Routed metal, one colour a layer:
Only two layers are drawn.
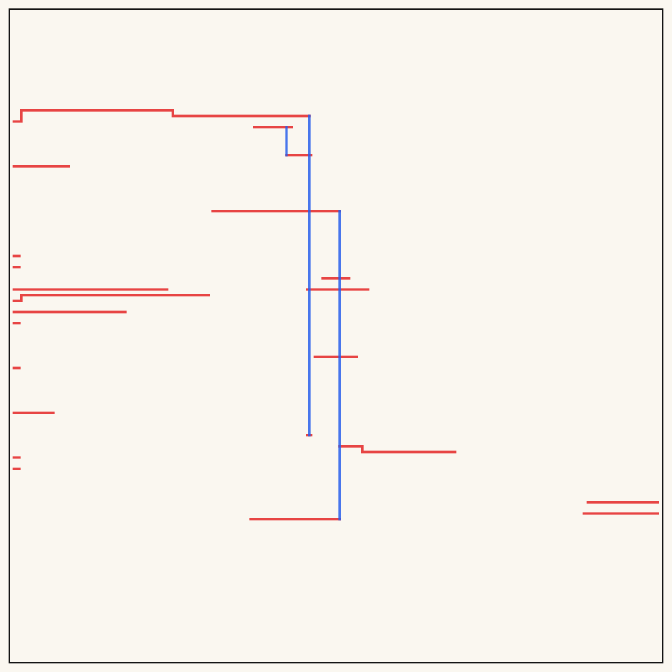
Routing congestion map:
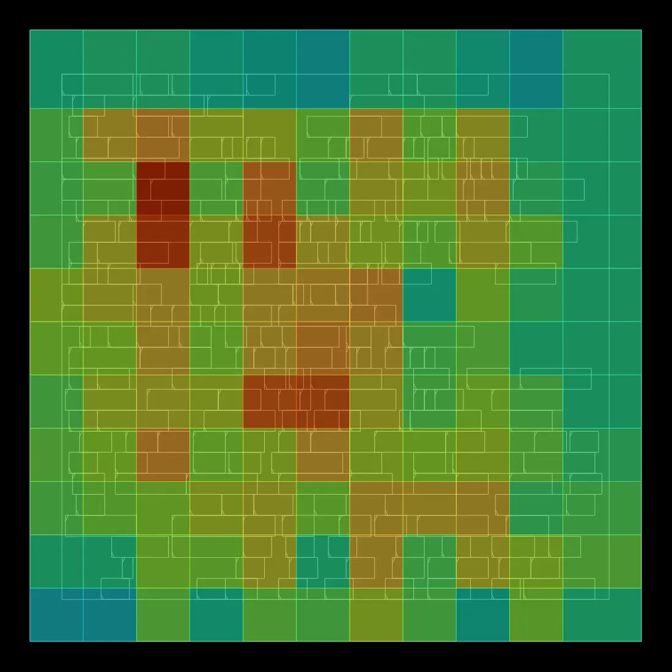
The metal 3 layer:
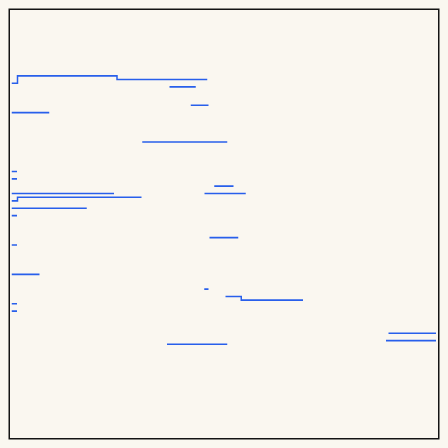
Pin placement:
Pins as bars across the die edge, other pins in grey.
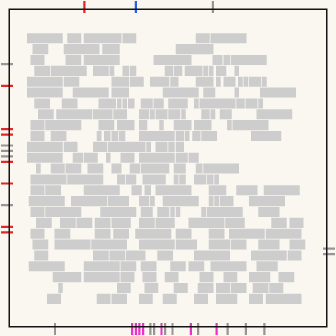
Sequential cells grouped by signal name:
Other sequential cells in the stronger grey, the rest of the logic in the fainter grey.
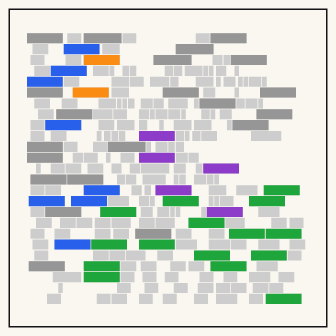
$ cat src/rtl/spi_controller.sv
// Mode-0 SPI controller: each accepted command becomes one 16-bit {rw, addr[6:0], data[7:0]} frame, MSB first.
// Accept-to-done is 34*CLK_DIV+1 cycles; cmd_ready_o stays low while a frame is in flight.
module spi_controller #(
    parameter int CLK_DIV = 4
) (
    input  logic       clk_i,
    input  logic       rst_i,
    input  logic       cmd_valid_i,
    output logic       cmd_ready_o,
    input  logic       cmd_write_i,
    input  logic [6:0] cmd_addr_i,
    input  logic [7:0] cmd_data_i,
    output logic       done_o,
    output logic [7:0] rd_data_o,
    output logic       sclk_o,
    output logic       ncs_o,
    output logic       copi_o,
    input  logic       cipo_i
);

    if (CLK_DIV < 3 || CLK_DIV > 255) begin : g_bad_div
        $error("spi_controller: CLK_DIV must be within 3..255");
    end

    localparam logic [7:0] HALF_LAST = 8'(CLK_DIV - 1);

    typedef enum logic [1:0] {
        IDLE,
        SHIFT,
        HOLD,
        GAP
    } state_e;

    state_e      state_q, state_d;
    logic [7:0]  half_cnt_q, half_cnt_d;
    logic [4:0]  bit_cnt_q, bit_cnt_d;
    logic [15:0] shreg_q, shreg_d;
    logic [7:0]  cap_q, cap_d;
    logic [7:0]  rd_data_q, rd_data_d;
    logic        sclk_q, sclk_d;
    logic        ncs_q, ncs_d;
    logic        copi_q, copi_d;
    logic        ready_q, ready_d;
    logic        done_q, done_d;
    logic        half_end;

    assign half_end = (half_cnt_q == 8'd0);

    always_ff @(posedge clk_i or posedge rst_i) begin
        if (rst_i) begin
            state_q    <= IDLE;
            half_cnt_q <= HALF_LAST;
            bit_cnt_q  <= 5'd0;
            shreg_q    <= 16'h0000;
            cap_q      <= 8'h00;
            rd_data_q  <= 8'h00;
            sclk_q     <= 1'b0;
            ncs_q      <= 1'b1;
            copi_q     <= 1'b0;
            ready_q    <= 1'b1;
            done_q     <= 1'b0;
        end else begin
            state_q    <= state_d;
            half_cnt_q <= half_cnt_d;
            bit_cnt_q  <= bit_cnt_d;
            shreg_q    <= shreg_d;
            cap_q      <= cap_d;
            rd_data_q  <= rd_data_d;
            sclk_q     <= sclk_d;
            ncs_q      <= ncs_d;
            copi_q     <= copi_d;
            ready_q    <= ready_d;
            done_q     <= done_d;
        end
    end

    always_comb begin
        state_d    = state_q;
        half_cnt_d = half_end ? HALF_LAST : half_cnt_q - 8'd1;
        bit_cnt_d  = bit_cnt_q;
        shreg_d    = shreg_q;
        cap_d      = cap_q;
        rd_data_d  = rd_data_q;
        sclk_d     = sclk_q;
        ncs_d      = ncs_q;
        copi_d     = copi_q;
        ready_d    = ready_q;
        done_d     = 1'b0;

        unique case (state_q)
            IDLE: begin
                half_cnt_d = HALF_LAST;
                if (cmd_valid_i && ready_q) begin
                    state_d   = SHIFT;
                    shreg_d   = {cmd_write_i, cmd_addr_i, cmd_data_i};
                    bit_cnt_d = 5'd0;
                    ncs_d     = 1'b0;
                    sclk_d    = 1'b0;
                    copi_d    = cmd_write_i;
                    ready_d   = 1'b0;
                end
            end
            SHIFT: begin
                if (half_end) begin
                    if (!sclk_q) begin
                        sclk_d = 1'b1;
                    end else begin
                        // Falling edge: next bit goes out while sclk is low, giving a full half-period of setup.
                        sclk_d    = 1'b0;
                        shreg_d   = {shreg_q[14:0], 1'b0};
                        copi_d    = shreg_q[14];
                        bit_cnt_d = bit_cnt_q + 5'd1;
                        if (bit_cnt_q[3]) begin
                            cap_d = {cap_q[6:0], cipo_i};
                        end
                        if (bit_cnt_q == 5'd15) begin
                            state_d = HOLD;
                            copi_d  = 1'b0;
                        end
                    end
                end
            end
            HOLD: begin
                if (half_end) begin
                    state_d = GAP;
                    ncs_d   = 1'b1;
                end
            end
            GAP: begin
                if (half_end) begin
                    state_d   = IDLE;
                    ready_d   = 1'b1;
                    done_d    = 1'b1;
                    rd_data_d = cap_q;
                end
            end
            default: begin
                state_d = IDLE;
            end
        endcase
    end

    assign cmd_ready_o = ready_q;
    assign done_o      = done_q;
    assign rd_data_o   = rd_data_q;
    assign sclk_o      = sclk_q;
    assign ncs_o       = ncs_q;
    assign copi_o      = copi_q;

endmodule

$ cat config.mk
export PLATFORM = sky130hd
export DESIGN_NAME = spi_controller
export DESIGN_NICKNAME = d
export VERILOG_FILES = /design/src/rtl/spi_controller.sv
export SDC_FILE = /design/constraint.sdc
export NUM_CORES = 1
export LEC_CHECK = 0
export CAP_MARGIN = 15
export CORE_MARGIN = 4
export CORE_UTILIZATION = 50
export CTS_BUF_LIST = sky130_fd_sc_hd__clkbuf_8
export CTS_CLUSTER_DIAMETER = 60
export DETAILED_ROUTE_END_ITERATION = 8
export GPL_ROUTABILITY_DRIVEN = 0
export PLACE_DENSITY = 0.73
export SETUP_SLACK_MARGIN = 0.02
export SLEW_MARGIN = 20
export SYNTH_ARGS = -nofsm -noshare
export SYNTH_HDL_FRONTEND = slang
export SYNTH_SLANG_ARGS = --single-unit
$ cat constraint.sdc
create_clock -name clk_i -period 2.6 [get_ports clk_i]
set_clock_uncertainty 0.2 [all_clocks]
set_input_delay 0.65 -clock clk_i [delete_from_list [all_inputs] [get_ports clk_i]]
set_output_delay 0.65 -clock clk_i [all_outputs]
set_load 0.01 [all_outputs]
==> results.cfg <==
; generated from flow reports
[layout]
layout.non_clock_buffers = 39
logic_gate_count = 126
layout_top_cells_excl_fill_tap = 47 x sky130_fd_sc_hd__dfrtp_1, 38 x sky130_fd_sc_hd__mux2_2, 32 x sky130_fd_sc_hd__clkdlybuf4s50_1, 11 x sky130_fd_sc_hd__inv_1
comb_area_mm2 = 0.00115
area_added_between_synthesis_and_finish_pct = 20.8
inverters = 12
postLayoutCellArea_mm2 = 0.00306
seq_cells = 51
number_of_flip_flops_under_the_largest_register_name = 15
reg_with_most_ffs = shreg_q
diodes = 0
fraction_of_final_layout_cells_sized_beyond_drive_strength_1_pct = 31.8

[route]
maxUsedRoutingLayer = met4
viasPerCell = 5.18
drt_pass_1_iters = 6
detail-route-antenna-nets = 0
detail_route.wirelength.met1_um = 1970
met3RoutedLength_um = 191
detailed_router_s_first_iteration_violation_count = 55
post-route-drc-count = 0

[power]
switching_share_pct = 20.6
clk-power_mw = 0.491
total_leakage_power_nw = 1.49
total_power_after_layout_mw = 1.36
p_int_mw = 1.08
power_frac_seq_pct = 59.0
clock_network_fraction_of_design_power_pct = 36.0

[placement]
dp_hpwl_um = 3200
placed_cells_incl_taps = 295

[sta]
period_minus_slack_ns = 2.27
rsz0062_at_grt = false
post-route-period-util_pct = 87.3
final-max-slew-violation-count = 0
hold_viol = 0
max_freq_mhz = 440

[setup_path]
cp_cell_sequence = clkdlybuf4s50_1
end_kind = primary output
reg2reg_setup_slack_ns = 0.43
timing.critical_path.depth = 1
rr_worst_depth = 6
timing.rr.start = half_cnt_q[0]
critical_path.max_stage_delay_ns = 0.56
timing.critical_path.max_delay_family = flip-flops

[synthesis]
synth.distinct_cells = 42
ys.flops = 51
synth_sequential_area_ratio_pct = 50.6
postSynthAreaPerCell_um2 = 12.9
yosys-stat-cells = 196
post_synth_and_or_nand_nor_area_fraction_pct = 9.68
syn_area_mm2 = 0.00253
yosys-mux-area-fraction_pct = 23.4
enable_flop_cells = 0
synthDominantCellAreaShare_pct = 46.4

[outcome]
status = finished, final reports clean

[cts]
ctsLongestPathBuffers = 2
postCtsSetupBuffers = 0
clkSlewWorstSetupHoldPaths_ns = 0.09
hold_bufs_at_cts = 0
cts_inserted_buffers = 5
ctsHtreeMaxLevel = 2
worstSkewPairLatency_ns = 0.30
cts.root.buffer_cell = sky130_fd_sc_hd__clkbuf_8
tritoncts = yes

[die]
placement_rows = 25
die_area_mm2 = 0.00627
tap_cells = 67
num_io_pins = 33

[worst_hold_path]
holdPathStages = 1
hold_path_end = bit_cnt_q[4]
hold_start = bit_cnt_q[4]

[grt]
top_usage_layer = met2
antenna_found_initial = 0
global_route_wire_length_before_repair_um = 7810
vias_in_the_first_global_route = 1665
final_global_route_overflow_total = 0

[flow_run]
tool_warnings = 31
maximum_capacitance_violations = 0
## Picture notes: 'routed metal, one colour a layer'
Key: red = met3 [wire length 192 µm]; blue = met4 [wire length 79.6 µm]
average routed wire per standard cell: 14.6 µm
detailed-route via count: 1570
GRT Resource Usage Total: 16.1%
drt total wl: 4410 µm

## Picture notes: 'routing congestion map'
met3 usage in global routing: 4.54%
met1 Resource Use GR: 20.2%
met2 routing resource usage after global routing: 25.9%

## Picture notes: 'the metal 3 layer'
The wires run mostly horizontal. The layer holds 4.3% of the routed length. The layer carries 192 µm of wire. 19 nets have wire on it.

## Picture notes: 'pin placement'
Key: red = rd_data_o [pins 8, direction output, edge 7 left, 1 top]; blue = ncs_o [pins 1, direction output, edge top]; magenta = cmd_addr_i [pins 7, direction input, edge bottom]
total of buffers placed on input and output ports: 32
x dimension of the die: 79.2 µm

## Picture notes: 'sequential cells grouped by signal name'
Key: orange = state_q [flops 2]; blue = cap_q [flops 8]; purple = bit_cnt_q [flops 5, where middle]; green = shreg_q [flops 15]
P_seq: 0.805 mW
FF/Latch Area: 0.00128 mm²
Seq area share: 41.9%
utilization after layout: 63.5%

Power is estimated from default activity; no workload was simulated.
